==> config.mk <==
export PLATFORM = sky130hd
export DESIGN_NAME = serial_adder
export DESIGN_NICKNAME = d
export VERILOG_FILES = /design/src/rtl/serial_adder_pkg.sv /design/src/rtl/full_adder.sv /design/src/rtl/serial_adder.sv
export SDC_FILE = /design/constraint.sdc
export NUM_CORES = 1
export LEC_CHECK = 0
export CORE_MARGIN = 2
export CORE_UTILIZATION = 25
export DETAILED_ROUTE_END_ITERATION = 10
export GPL_TIMING_DRIVEN = 0
export PLACE_DENSITY = 0.56
export SLEW_MARGIN = 10
export SYNTH_ARGS = -nofsm -noshare
export SYNTH_HDL_FRONTEND = slang
export SYNTH_HIERARCHICAL = 1
export SYNTH_SLANG_ARGS = --single-unit
==> constraint.sdc <==
create_clock -name clk -period 2.8 [get_ports clk]
set_clock_uncertainty 0.2 [all_clocks]
set_input_delay 0.84 -clock clk [delete_from_list [all_inputs] [get_ports clk]]
set_output_delay 0.84 -clock clk [all_outputs]
set_load 0.02 [all_outputs]
==> src/rtl/serial_adder_pkg.sv <==
// Shared types and limits for the bit-serial adder.
package serial_adder_pkg;

    typedef enum logic [1:0] {
        IDLE = 2'd0,
        RUN  = 2'd1,
        DONE = 2'd2
    } state_t;

    localparam int WIDTH_MAX = 32;

endpackage

==> src/rtl/full_adder.sv <==
// Single-bit full adder cell shared across the arithmetic blocks.
module full_adder (
    input  logic x,
    input  logic y,
    input  logic cin,
    output logic sum,
    output logic cout
);

    assign sum  = x ^ y ^ cin;
    assign cout = (x & y) | (x & cin) | (y & cin);

endmodule

==> src/rtl/serial_adder.sv <==
// Bit-serial WIDTH-bit adder: one full_adder cell, LSB first, WIDTH cycles per op.
// Optional signed-overflow flag on port ovf when SERIAL_ADDER_OVF_EN is defined.
module serial_adder
    import serial_adder_pkg::*;
#(
    parameter int WIDTH = 8
) (
    input  logic             clk,
    input  logic             rst,
    input  logic             in_valid,
    output logic             in_ready,
    input  logic [WIDTH-1:0] a,
    input  logic [WIDTH-1:0] b,
    input  logic             cin,
    output logic             out_valid,
    input  logic             out_ready,
    output logic [WIDTH-1:0] sum,
    output logic             cout,
`ifdef SERIAL_ADDER_OVF_EN
    output logic             ovf,
`endif
    output logic             busy
);

    localparam int CNT_W = $clog2(WIDTH);
    localparam logic [CNT_W-1:0] CNT_LAST = CNT_W'(WIDTH - 1);

    state_t           state_reg, state_next;
    logic [WIDTH-1:0] a_sh_reg, b_sh_reg, sum_sh_reg, sum_reg;
    logic             carry_reg, cout_reg;
    logic [CNT_W-1:0] cnt_reg;
    logic             fa_sum, fa_cout;
    logic             accept, last_bit;

    full_adder u_fa (
        .x    (a_sh_reg[0]),
        .y    (b_sh_reg[0]),
        .cin  (carry_reg),
        .sum  (fa_sum),
        .cout (fa_cout)
    );

    assign accept   = in_valid && (state_reg == IDLE);
    assign last_bit = (state_reg == RUN) && (cnt_reg == CNT_LAST);

    always_ff @(posedge clk) begin
        if (rst) begin
            state_reg <= IDLE;
        end else begin
            state_reg <= state_next;
        end
    end

    always_comb begin
        state_next = state_reg;
        in_ready   = 1'b0;
        out_valid  = 1'b0;
        busy       = 1'b0;
        case (state_reg)
            IDLE: begin
                in_ready = 1'b1;
                if (in_valid) state_next = RUN;
            end
            RUN: begin
                busy = 1'b1;
                if (cnt_reg == CNT_LAST) state_next = DONE;
            end
            DONE: begin
                busy      = 1'b1;
                out_valid = 1'b1;
                if (out_ready) state_next = IDLE;
            end
            default: state_next = IDLE;
        endcase
    end

    // Result registers are loaded only on the final bit so sum/cout stay put
    // while the next operation is shifting through.
    always_ff @(posedge clk) begin
        if (rst) begin
            a_sh_reg   <= '0;
            b_sh_reg   <= '0;
            sum_sh_reg <= '0;
            sum_reg    <= '0;
            carry_reg  <= 1'b0;
            cout_reg   <= 1'b0;
            cnt_reg    <= '0;
        end else if (accept) begin
            a_sh_reg  <= a;
            b_sh_reg  <= b;
            carry_reg <= cin;
            cnt_reg   <= '0;
        end else if (state_reg == RUN) begin
            a_sh_reg   <= a_sh_reg >> 1;
            b_sh_reg   <= b_sh_reg >> 1;
            sum_sh_reg <= {fa_sum, sum_sh_reg[WIDTH-1:1]};
            carry_reg  <= fa_cout;
            if (last_bit) begin
                sum_reg  <= {fa_sum, sum_sh_reg[WIDTH-1:1]};
                cout_reg <= fa_cout;
            end else begin
                cnt_reg <= cnt_reg + 1'b1;
            end
        end
    end

    assign sum  = sum_reg;
    assign cout = cout_reg;

`ifdef SERIAL_ADDER_OVF_EN
    logic ovf_reg;

    // On the MSB, carry_reg is the carry into the sign bit.
    always_ff @(posedge clk) begin
        if (rst) begin
            ovf_reg <= 1'b0;
        end else if (accept) begin
            ovf_reg <= 1'b0;
        end else if (last_bit) begin
            ovf_reg <= carry_reg ^ fa_cout;
        end
    end

    assign ovf = ovf_reg;
`endif

endmodule
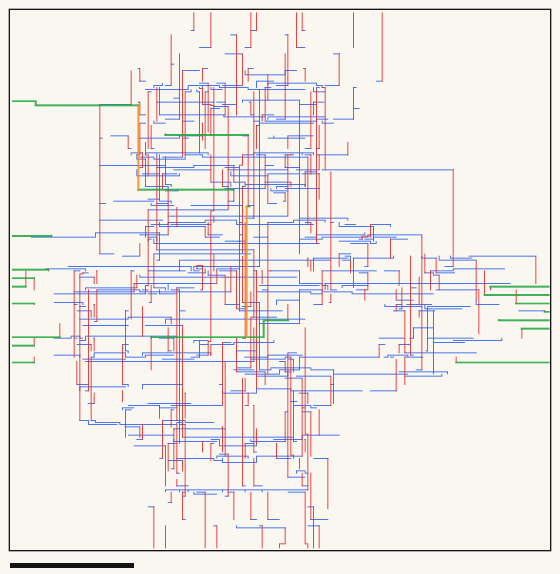
Fig. 1. Signal wires by layer.
Bar = 20 µm.
- M1: blue (wire length 1,830 µm)
- M2: red (wire length 1,560 µm)
- M3: green (wire length 163 µm)
- M4: orange (wire length 34.7 µm)

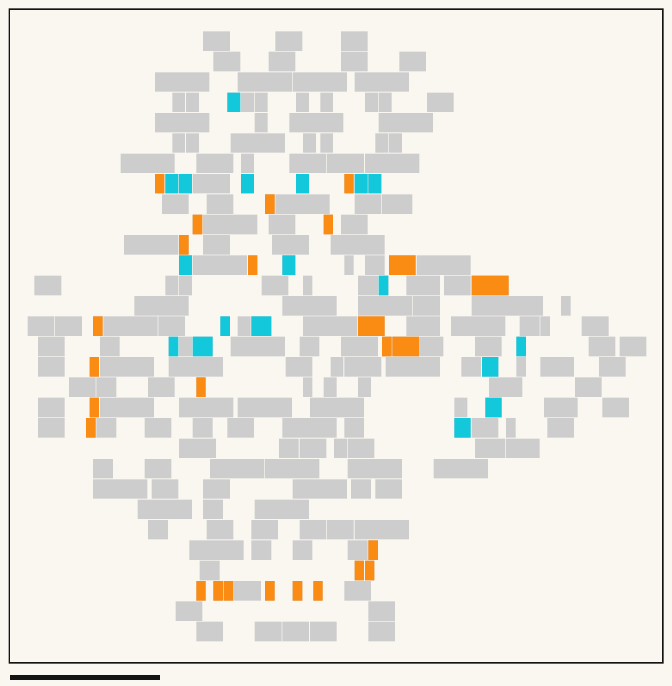
Fig. 2. Selected gate families.
Bar = 20 µm.
- nor cells: orange (cells 26)
- nand cells: cyan (cells 18)

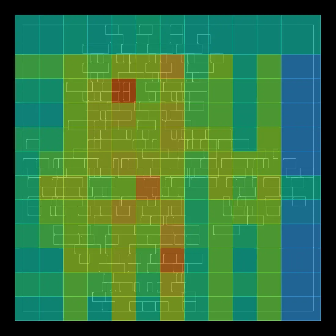
Fig. 3. Track usage over the die.
Total GRT Usage: 9.91%
Wirelength per Cell: 12.3 µm
end-of-flow core utilization: 33.4%

==> flow_metrics.tcl <==
# yosys + openroad results
set metrics [dict create \
    status "complete, no violations" \
    ys_sh_mux_pct 15.1 \
    slew_violations 0 \
    finalSetupViolCount 0 \
    maxCapViolations 0 \
    grt_pass1_vias 1233 \
    numPortBuffers 32 \
    syn2layout_area_growth_pct 30.7 \
    most_common_cell "dfxtp_1" \
    wl_met1_mm 1.83 \
    ys_cells 172 \
    ys_sh_simple_pct 14.0 \
    netlist_area_um2 1730 \
    drt-total-wl_mm 3.59 \
    core.rowCount 30 \
    synth_adder_area_share_pct 5.50 \
    initialDrtViolationCount 33 \
    path_class "register to output pin" \
    layout_top_cell "dfxtp_1" \
    hold_ws_ns 0.275 \
    avgSynthCellArea_um2 10.0 \
    io_pins 33 \
    die_w_um 87.1 \
    top_layer "met4" \
    cts_resized 0 \
    slew_headroom_pct 67.4 \
]
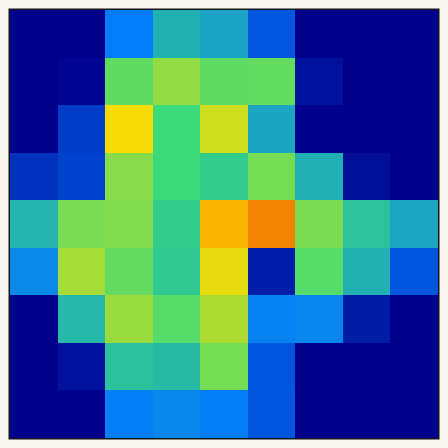
Fig. 4. Cell area per tile.
The die is cut into 9 by 9 equal tiles; dark blue is low, red is high, 0 to 100% covered.
- mean over tiles: 28%
- fullest tile: 85%
- densest ninth of the die: middle
- nearly empty tiles: 31%

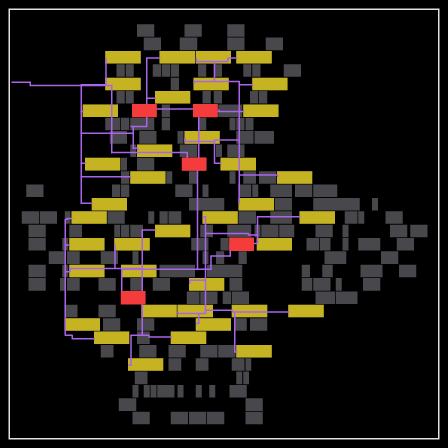
Fig. 5. Clock network drawn from the DEF.
- flip-flops: yellow (count 38)
- clock-net drivers: red (count 5)
- clock wires: purple (length 483 µm)
- routed clock nets: 6

worst paths after layout:
kind | slack, ns | depth (start not counted) | from | end
max reg2reg | 1.04 | 5 | state_reg[0] | b_sh_reg[4]
min | 0.27 | 2 | sum_sh_reg[1] | sum[0]
max | 0.14 | 3 | state_reg[0] | in_ready
min reg2reg | 0.27 | 2 | sum_sh_reg[1] | sum[0]
final cells by class:
class	count	area (µm²)
buffer	13	106
clock buffer	8	110
fill	721	4500
inverter	4	15.0
multi-input combinational	117	846
sequential	38	761
tap	80	100
timing repair buffer	32	320
power breakdown:
part / switching [mW] / internal [mW] / leakage [nW]
clock: 0.185 / 0.249 / 0.0575
sequential: 0.0554 / 0.635 / 0.310
combinational: 0.345 / 0.342 / 0.458
total: 0.586 / 1.23 / 0.825
logic make-up (layout without fill, tap and decap cells):
| logic type | Yosys count | in the layout |
|---|---|---|
| multiplexers | 26 | 26 |
| flip-flops | 38 | 38 |
| buffers and inverters | 17 | 57 |
| AND/OR/NAND/NOR | 47 | 47 |
| AND-OR/OR-AND | 36 | 36 |
| XOR/XNOR | 1 | 1 |
| adder cells (fa/ha/maj) | 7 | 7 |
per-stage QoR:
stage / util, % / cell area, µm² / setup slack (ns)
6_report: 33.4 / 2260 / 0.138
5_1_grt: 33.4 / 2260 / 0.0446
4_1_cts: 33.4 / 2260 / 0.111
3_5_place_dp: 31.8 / 2150 / 0.340
3_3_place_gp: 31.8 / 2150 / 0.336
2_1_floorplan: - / 1730 / 0.992
worst max-delay path, stage by stage, from the launching register on:
cell and delay (ns):
dfxtp_1 0.33, inv_1 0.11, ha_1 0.26, clkdlybuf4s50_1 0.64
per-layer routing:
layer  up-vias  track usage, %
met2        21            14.9
met5         -               0
met3         4            3.03
met1       591            13.7
li1        677               -
met4         0            2.94
No activity file was given, so power comes from the tool's default toggle rates.
